==> src/rtl/dc_upload.sv <==
// Serialises a 144-bit data-cache message into 3 (short) or 9 (long) 16-bit flits for the OUT fifo.
// Optional macro DC_UPLOAD_CLR_EN clears the message buffer when the tail flit is accepted.
module dc_upload #(
  parameter logic [4:0] wbrep_cmd    = 5'b10000,
  parameter logic [4:0] flushrep_cmd = 5'b10010,
  parameter logic [4:0] ATflurep_cmd = 5'b10011
) (
  input  logic         clk,
  input  logic         rst,
  input  logic         v_dc_upload,
  input  logic [143:0] dc_upload_flits,
  input  logic         OUT_fifo_rdy,
  output logic         dc_upload_ack,
  output logic         v_flit_out,
  output logic [15:0]  flit_out,
  output logic [1:0]   flit_ctrl_out,
  output logic         dc_upload_done,
  output logic [1:0]   dc_upload_state
);

  typedef enum logic [1:0] {
    S_IDLE = 2'b00,
    S_BUSY = 2'b01,
    S_RSV2 = 2'b10,
    S_RSV3 = 2'b11
  } state_t;

  state_t         r_state;
  state_t         w_next;
  logic [143:0]   r_buf;
  logic [3:0]     r_cnt;
  logic [3:0]     r_len;
  logic [4:0]     w_cmd;
  logic           w_long;
  logic           w_tail;
  logic           w_acc;
  logic [15:0]    w_sel;

  assign w_cmd  = dc_upload_flits[9:5];
  assign w_long = (w_cmd == wbrep_cmd) || (w_cmd == flushrep_cmd) || (w_cmd == ATflurep_cmd);
  assign w_tail = (r_cnt == (r_len - 4'd1));
  assign dc_upload_state = r_state;

  always_comb begin
    w_sel = r_buf[15:0];
    for (int i = 0; i < 9; i++) begin
      if (r_cnt == i[3:0]) w_sel = r_buf[16*i +: 16];
    end
  end

  always_comb begin
    w_next         = r_state;
    dc_upload_ack  = 1'b0;
    v_flit_out     = 1'b0;
    flit_ctrl_out  = 2'b00;
    dc_upload_done = 1'b0;
    w_acc          = 1'b0;
    flit_out       = r_buf[15:0];
    case (r_state)
      S_IDLE: begin
        // Gated by rst so every output reads 0 while reset is held.
        dc_upload_ack = v_dc_upload & rst;
        if (v_dc_upload) w_next = S_BUSY;
      end
      S_BUSY: begin
        v_flit_out     = 1'b1;
        flit_out       = w_sel;
        flit_ctrl_out  = (r_cnt == 4'd0) ? 2'b01 : (w_tail ? 2'b11 : 2'b10);
        w_acc          = OUT_fifo_rdy;
        dc_upload_done = OUT_fifo_rdy & w_tail;
        if (dc_upload_done) w_next = S_IDLE;
      end
      default: w_next = S_IDLE;
    endcase
  end

  always_ff @(posedge clk or negedge rst) begin
    if (!rst) begin
      r_state <= S_IDLE;
      r_buf   <= '0;
      r_cnt   <= 4'd0;
      r_len   <= 4'd3;
    end else begin
      r_state <= w_next;
      if (dc_upload_ack) begin
        r_buf <= dc_upload_flits;
        r_cnt <= 4'd0;
        r_len <= w_long ? 4'd9 : 4'd3;
      end else if (w_acc) begin
        r_cnt <= r_cnt + 4'd1;
`ifdef DC_UPLOAD_CLR_EN
        if (dc_upload_done) r_buf <= '0;
`else
`endif
      end
    end
  end

endmodule

==> config.mk <==
export PLATFORM = sky130hd
export DESIGN_NAME = dc_upload
export DESIGN_NICKNAME = d
export VERILOG_FILES = /design/src/rtl/dc_upload.sv
export SDC_FILE = /design/constraint.sdc
export NUM_CORES = 1
export LEC_CHECK = 0
export CORE_ASPECT_RATIO = 0.5
export CORE_MARGIN = 2
export CORE_UTILIZATION = 46
export DETAILED_ROUTE_END_ITERATION = 12
export PLACE_DENSITY = 0.83
export SLEW_MARGIN = 10
export SYNTH_ARGS = -nofsm -noshare
export SYNTH_HDL_FRONTEND = slang
export SYNTH_SLANG_ARGS = --single-unit
==> constraint.sdc <==
create_clock -name clk -period 1.9 [get_ports clk]
set_clock_uncertainty 0.1 [all_clocks]
set_input_delay 0.38 -clock clk [delete_from_list [all_inputs] [get_ports clk]]
set_output_delay 0.38 -clock clk [all_outputs]
set_load 0.01 [all_outputs]
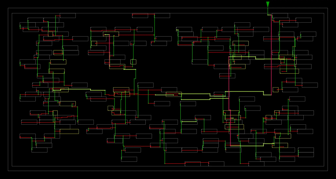
**Above:** run 1 (clock routing).
power drawn by the clock network: 3.65 mW
clock network latency to the later pin of the worst-skew pair: 0.43 ns
clock sink total: 151
TritonCTS Buffers: 17

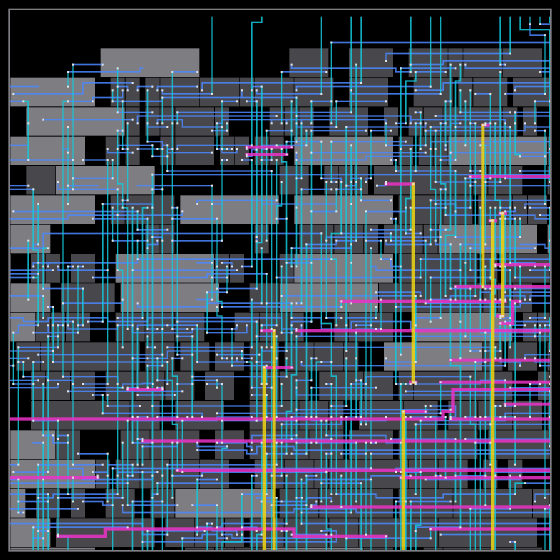
**Above:** run 1 (close-up of the layout).
Window x 22 to 72, y 46 to 96 um. Cells in grey, sequential cells in the stronger grey; small squares are vias.
Key: metal 1 = blue; metal 3 = magenta; metal 2 = cyan; metal 4 = yellow
Most frequent: nand2_1 (54), buf_4 (24), dfrtp_1 (19). 190 logic cells have their middle in the window. Netlist names of flops here include `r_buf` (17). Sequential cells in the window: 19.

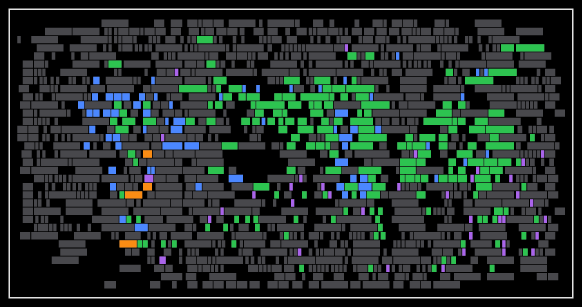
**Above:** run 1 (selected gate families).
Key: inv cells = purple [cells 37]; nor cells = blue [cells 64]; aoi and oai cells = green [cells 181]; xor and xnor cells = orange [cells 4]

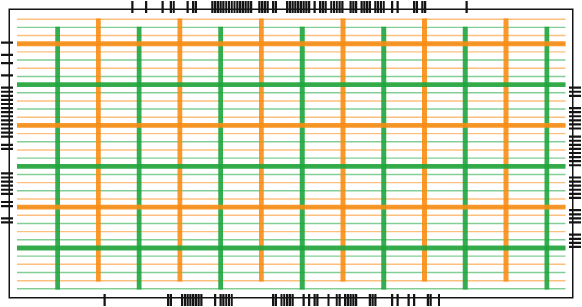
**Above:** run 1 (supply network).
Pins as bars on the die edge.
Key: VDD = orange; VSS = green
13 straps on met4. 6 straps on met5.

==> qor.log, run 1 <==
INFO  run_status     status=finished with violations
INFO  run_status     violations=negative hold slack, negative setup slack
INFO  logic_synthesis yosys-stat-cells=947
INFO  logic_synthesis synth-async-reset-ratio=100%
INFO  logic_synthesis largest_area_cell=sky130_fd_sc_hd__dfrtp_1
INFO  setup_path     endpoint_of_the_worst_setup_timing_path=flit_out[9]
INFO  place          place_ws=-1.23ns
INFO  power_and_ir_drop power_per_cell_area=1840nW/um2
INFO  final_layout   largest_register_ffs=144
INFO  final_layout   insertedDiodeCount=0
INFO  setup_path     critical_path_at=2.37ns
INFO  cts            cts-resized-gates=152
INFO  routing        route.top_layer_used=met4
INFO  power_and_ir_drop comb_cell_power=11.7mW
INFO  routing        post_drt_wl_per_cell=21.1um
INFO  logic_synthesis synthTopCellsByCount=sky130_fd_sc_hd__nand2_1 (418), sky130_fd_sc_hd__dfrtp_1 (150), sky130_fd_sc_hd__inv_1 (37), sky130_fd_sc_hd__a21oi_1 (34), sky130_fd_sc_hd__o21ai_0 (34)
INFO  logic_synthesis synth_cell_types=36
INFO  logic_synthesis number_of_enable_type_register_cells_in_the_synthesized_netlist=0
INFO  final_layout   fin_cells=1,417
INFO  cts            cts_hold_repair.buffers=0
INFO  final_layout   comb.multi_input.count=683
INFO  setup_path     startpoint_type=flip-flop
INFO  routing        antenna_violating_nets_post_route=0
INFO  global_route   grtUsageMet2=51.8%
INFO  timing         timing.final.hold_violations=3
INFO  global_route   grt_first_pass_wirelength=44.4mm
INFO  setup_path     crit_fanout=11
INFO  final_layout   multi_input_comb_area=4000um2
INFO  floorplan      coreArea=16,400um2
INFO  global_route   grt_max_degree=152
INFO  min_path       hp-class=in -> async
INFO  final_layout   drive_gt1_share=21.6%
INFO  timing         timing.final.setup_violations=19
INFO  timing         finalHoldWorstSlack=-0.00527ns
INFO  setup_path     criticalPathCategory=reg -> out
INFO  setup_path     critPathMaxStageDelay=0.40ns
INFO  setup_path     critPathLaunch=r_cnt[1]
INFO  final_layout   nNonClkBuffers=287
INFO  flow_run       cap_violations=0
INFO  cts            tritoncts=yes
INFO  setup_path     cp_num_cells=9
INFO  floorplan      die_height=95.6um
INFO  global_route   top_usage_layer=met2
INFO  final_layout   utilization_after_layout=71.1%
INFO  place          estimated_wirelength_of_the_detail_placed_design=21.1mm
INFO  logic_synthesis dominant_register_cell=sky130_fd_sc_hd__dfrtp_1
INFO  power_and_ir_drop internal_power=12.2mW
INFO  cts            cts_buffer_depth=2
INFO  logic_synthesis post_synth.cell_area_avg=8.14um2
INFO  final_layout   largestClassByArea=logic gates
INFO  global_route   groute.layer.met1.usage=44.5%
INFO  routing        detail_route.wirelength.met1=12.6mm
INFO  routing        routed_via_density=5.67
INFO  logic_synthesis post_synth_main_logic_family=simple AND/OR/NAND/NOR gates
INFO  logic_synthesis synthSimpleGateAreaFrac=25.9%
INFO  routing        route.met2.wl=13.3mm
INFO  final_layout   numSequentialCells=151
INFO  global_route   overflow=0
INFO  routing        routed-via-count=8,030
INFO  timing         clock_period_minus_final_worst_setup_slack=2.85ns
INFO  timing         layout_worst_path_cycle_share=150%
INFO  power_and_ir_drop switchingPower=9.19mW
INFO  place          post-place-cells=1,367
INFO  timing         post-route-worst-setup-slack=-0.949ns
INFO  routing        route.met3.wl=3.11mm
INFO  logic_synthesis synth.cellmix.xorXnorShare=0.454%
INFO  floorplan      boundaryPins=171
INFO  logic_synthesis ys_seq_share=49.0%
INFO  setup_path     worstPathCellList=buf_6 > ha_4 > buf_12 > buf_8 > nor3b_1 > o31ai_2 > a21oi_2 > o22ai_2 > buf_2
INFO  setup_path     path_delay_family=buffers and inverters
INFO  global_route   number_of_global_route_vias_before_repair=7,833
==> inputs of run 2 (changes only) <==
--- a/config.mk
+++ b/config.mk
@@ -9,6 +9,8 @@
 export CORE_MARGIN = 2
 export CORE_UTILIZATION = 46
 export DETAILED_ROUTE_END_ITERATION = 12
+export GPL_ROUTABILITY_DRIVEN = 0
+export GPL_TIMING_DRIVEN = 0
 export PLACE_DENSITY = 0.83
 export SLEW_MARGIN = 10
 export SYNTH_ARGS = -nofsm -noshare
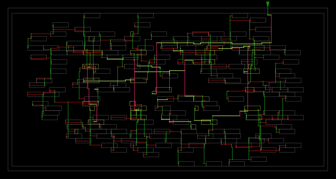
**Above:** run 2 (clock routing).
# clk buffers: 18
count of flip-flops and latches: 151
power drawn by the clock network: 3.42 mW

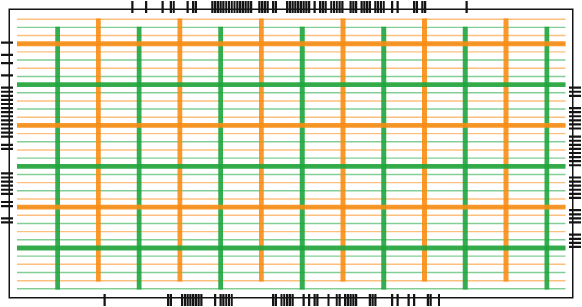
**Above:** run 2 (supply network).
Pins as bars on the die edge.
Key: VDD = orange; VSS = green
34 met1 rails follow the rows. 6 straps on met5. The core has 33 rows. 171 signal pins sit on the boundary.

==> run 2 against run 1 <==
  * The run ends with negative setup slack left
  * Clock-buffer cell count down 2
  * Clock power down 6.3%
  * Maximum frequency down 4.2%
  * Sequential share of layout area up 0.11 points
  * Wire length up 7.8%
  * First-iteration DRC count up 71%
  * Synthesized cell count unchanged
  * Flip-flop count unchanged
  * Critical endpoint is now flit_out[14]
==> qor.log, run 2 <==
INFO  timing         post-route-worst-setup-slack=-1.07ns [was -0.949 ns]
INFO  logic_synthesis post_synth_inst_count=947 [unchanged]
INFO  logic_synthesis yosys-stat-area=7710um2 [unchanged]
INFO  global_route   groute.layer.met1.usage=43.3% [was 44.5%]
INFO  logic_synthesis post_synth.cell_area_avg=8.14um2 [unchanged]
INFO  floorplan      taps=227 [unchanged]
INFO  min_path       worst_hold_path_endpoint=dc_upload_state[0]
INFO  logic_synthesis yosys-stat-cells=947 [unchanged]
INFO  final_layout   flow.area_growth_from_synthesis=50.7% [was 51.1%]
INFO  timing         max_slew.worst_pin.slew=0.701ns [was 0.834 ns]
INFO  power_and_ir_drop power_per_cell_area=1880nW/um2 [was 1840 nW/um2]
INFO  floorplan      coreArea=16,400um2 [unchanged]
INFO  timing         timing.final.hold_violations=0 [was 3]
INFO  cts            h_tree_lvls=4 [unchanged]
INFO  global_route   grt_first_pass_wirelength=47.6mm [was 44.4 mm]
INFO  global_route   top_usage_layer=met2 [unchanged]
INFO  power_and_ir_drop comb_power_share=56.7% [was 54.8%]
INFO  logic_synthesis synth.cellmix.xorXnorShare=0.454% [unchanged]
INFO  setup_path     register_to_register_setup_slack=0.06ns [was 0.15 ns]
INFO  setup_path     startpoint_type=flip-flop [unchanged]
INFO  final_layout   layout_top_registers=r_buf x144, r_cnt x4, r_len x2 [unchanged]
INFO  setup_path     crit_fanout=10 [was 11]
INFO  routing        postRouteWirelength=32.3mm [was 29.9 mm]
INFO  final_layout   largestClassByArea=logic gates [unchanged]
INFO  final_layout   nonClkBufAreaFrac=22.4% [was 24.1%]
INFO  setup_path     worst_setup_path_end_kind=primary output [unchanged]
INFO  routing        detail_route.wirelength.met1=11.7mm [was 12.6 mm]
INFO  final_layout   layout_top_cells=sky130_fd_sc_hd__nand2_1 (413), sky130_fd_sc_hd__dfrtp_1 (148), sky130_fd_sc_hd__clkdlybuf4s50_1 (145) [was sky130_fd_sc_hd__nand2_1 (418), sky130_fd_sc_hd__dfrtp_1 (150), sky130_fd_sc_hd__clkdlybuf4s50_1 (146)]
INFO  cts            tritoncts=yes [unchanged]
INFO  place          estimated_wirelength_of_the_detail_placed_design=19.8mm [was 21.1 mm]
INFO  final_layout   insertedDiodeCount=0 [unchanged]
INFO  floorplan      boundaryPins=171 [unchanged]
INFO  timing         fin_setup_tns=-92.01ns [was -15.82 ns]
INFO  logic_synthesis yosys_warnings=0 [unchanged]
INFO  setup_path     path_delay_family=AND-OR/OR-AND gates [was buffers and inverters]
INFO  global_route   gr-usage-all-layers=35.4% [was 33.6%]
INFO  routing        post_drt_wl_per_cell=23.0um [was 21.1 um]
INFO  timing         clock_period_minus_final_worst_setup_slack=2.97ns [was 2.85 ns]
INFO  min_path       whs_path_depth=3
INFO  logic_synthesis synth-async-reset-ratio=100% [unchanged]
INFO  cts            cts_buffer_depth=2 [unchanged]
INFO  routing        routed_via_density=6.19 [was 5.67]
INFO  logic_synthesis largest_area_cell=sky130_fd_sc_hd__dfrtp_1 [unchanged]
INFO  cts            clock-sinks=151 [unchanged]
INFO  global_route   number_of_global_route_vias_before_repair=8,560 [was 7,833]
INFO  logic_synthesis post_synth_main_logic_family=simple AND/OR/NAND/NOR gates [unchanged]
INFO  timing         finalHoldWorstSlack=0.319ns [was -0.00527 ns]
INFO  global_route   grt_max_degree=57 [was 152]
INFO  global_route   overflow=0 [unchanged]
INFO  routing        antenna_violating_nets_post_route=0 [unchanged]
INFO  final_layout   comb.multi_input.count=683 [unchanged]
INFO  final_layout   multi_input_comb_area=4240um2 [was 4000 um2]
INFO  setup_path     regToRegStartpoint=dc_upload_state[0] [was r_cnt[3]]
INFO  setup_path     critical_path_data_required_time=1.42ns [about the same]
INFO  setup_path     critical_path.reg2reg.endpoint=r_buf[34] [was dc_upload_state[0]]
INFO  cts            cts_hold_repair.buffers=4 [was 0]
INFO  setup_path     critical_path_at=2.49ns [was 2.37 ns]
INFO  routing        routed-via-count=8,681 [was 8,030]
INFO  logic_synthesis ys_seq_share=49.0% [unchanged]
INFO  run_status     status=finished with violations [unchanged]
INFO  setup_path     endpoint_of_the_worst_setup_timing_path=flit_out[14] [was flit_out[9]]
INFO  final_layout   stdcell_area=11,600um2 [was 11,700 um2]
INFO  final_layout   clock_area_share=4.90% [was 5.42%]
INFO  setup_path     critPathMaxStageDelay=0.46ns [was 0.40 ns]
INFO  power_and_ir_drop switchingPower=10.1mW [was 9.19 mW]
INFO  setup_path     slowest_stage=sky130_fd_sc_hd__a311oi_1 [was sky130_fd_sc_hd__dfrtp_1]
INFO  power_and_ir_drop post-layout-total-power=21.8mW [was 21.4 mW]
INFO  final_layout   largest_register_ffs=144 [unchanged]
INFO  logic_synthesis fp_nets=1,099 [unchanged]
INFO  power_and_ir_drop sw_frac_of_total=46.1% [was 42.9%]
INFO  routing        route.top_layer_used=met4 [unchanged]
INFO  cts            insertion_delay=0.43ns [about the same]
INFO  logic_synthesis synth_cell_types=36 [unchanged]
INFO  routing        route.met2.wl=14.1mm [was 13.3 mm]
INFO  cts            tritoncts_buffers=17 [unchanged]
INFO  final_layout   fillers=1,055 [was 1,211]
INFO  power_and_ir_drop p_seq=6.03mW [was 6.05 mW]
INFO  setup_path     worst_case_reg_to_reg_path_depth=7 [unchanged]
INFO  timing         layout_worst_path_cycle_share=156% [was 150%]
INFO  final_layout   nNonClkBuffers=275 [was 287]
INFO  setup_path     critPathLaunch=r_cnt[1] [unchanged]
INFO  floorplan      chip_area=17,900um2 [unchanged]
INFO  final_layout   utilization_after_layout=70.9% [was 71.1%]
INFO  min_path       hp-class=in -> reg [was in -> async]
INFO  logic_synthesis number_of_enable_type_register_cells_in_the_synthesized_netlist=0 [unchanged]
INFO  power_and_ir_drop internal_power=11.8mW [was 12.2 mW]
INFO  routing        drtIter0Drc=1,274 [was 743]
INFO  cts            clkTransAtPathRegs=0.07ns [was 0.06 ns]
INFO  routing        route.met3.wl=4.61mm [was 3.11 mm]
INFO  min_path       worstHoldStart=v_dc_upload
INFO  setup_path     worstPathCellList=ha_2 > buf_4 > a21oi_1 > a311oi_1 > a21oi_2 > o22ai_2 > buf_2 [was buf_6 > ha_4 > buf_12 > buf_8 > nor3b_1 > o31ai_2 > a21oi_2 > o22ai_2 > buf_2]
INFO  logic_synthesis synth.top_cell.area_share=48.7% [unchanged]
INFO  power_and_ir_drop ir_drop=1.02mV [was 0.885 mV]
INFO  power_and_ir_drop seq_power_share=27.6% [was 28.2%]
INFO  logic_synthesis synthSimpleGateAreaFrac=25.9% [unchanged]
INFO  cts            cts-resized-gates=231 [was 152]
INFO  power_and_ir_drop comb_cell_power=12.4mW [was 11.7 mW]
INFO  logic_synthesis synthTopCellsByCount=sky130_fd_sc_hd__nand2_1 (418), sky130_fd_sc_hd__dfrtp_1 (150), sky130_fd_sc_hd__inv_1 (37), sky130_fd_sc_hd__a21oi_1 (34), sky130_fd_sc_hd__o21ai_0 (34) [unchanged]
INFO  final_layout   fin_cells=1,403 [was 1,417]
INFO  setup_path     cp_num_cells=7 [was 9]
INFO  final_layout   combAreaFraction=36.5% [was 34.3%]
INFO  logic_synthesis topCellsByArea=sky130_fd_sc_hd__dfrtp_1 (49%), sky130_fd_sc_hd__nand2_1 (20%), sky130_fd_sc_hd__a221oi_1 (2.5%) [unchanged]
INFO  setup_path     criticalPathCategory=reg -> out [unchanged]
INFO  place          place_ws=-1.53ns [was -1.23 ns]
INFO  logic_synthesis post_synth_ao_oa_area_fraction=17.1% [unchanged]
INFO  timing         finalMaxSlewViolations=0 [unchanged]
INFO  global_route   grtUsageMet2=56.4% [was 51.8%]
INFO  global_route   number_of_antenna_violations_at_the_first_check_in_global_routing=0 [unchanged]
INFO  timing         timing.slew.headroom=53.3% [was 44.4%]
INFO  timing         timing.final.setup_violations=166 [was 19]
INFO  power_and_ir_drop p_leak=5.33nW [was 5.41 nW]
INFO  logic_synthesis yosys-mux-area-fraction=0% [unchanged]
INFO  final_layout   final.signal_inverter_count=37 [unchanged]
INFO  flow_run       warning_count=32 [was 34]
INFO  floorplan      die_height=95.6um [unchanged]
INFO  final_layout   area.sequential=3780um2 [about the same]
INFO  logic_synthesis dominant_register_cell=sky130_fd_sc_hd__dfrtp_1 [unchanged]
INFO  floorplan      number_of_rows_created_at_floorplan=33 [unchanged]
INFO  run_status     violations=negative setup slack [was negative hold slack, negative setup slack]
INFO  flow_run       cap_violations=0 [unchanged]
INFO  cts            setup_repair_bufs_after_cts=17 [was 8]
INFO  logic_synthesis synth.cell_area=7710um2 [unchanged]
INFO  final_layout   drive_gt1_share=22.5% [was 21.6%]
INFO  floorplan      die_x=187um [unchanged]
INFO  place          post-place-cells=1,344 [was 1,367]
INFO  place          placement.io_buffers=169 [unchanged]
Power figures rest on the tool's default switching activity, not on a simulated workload.
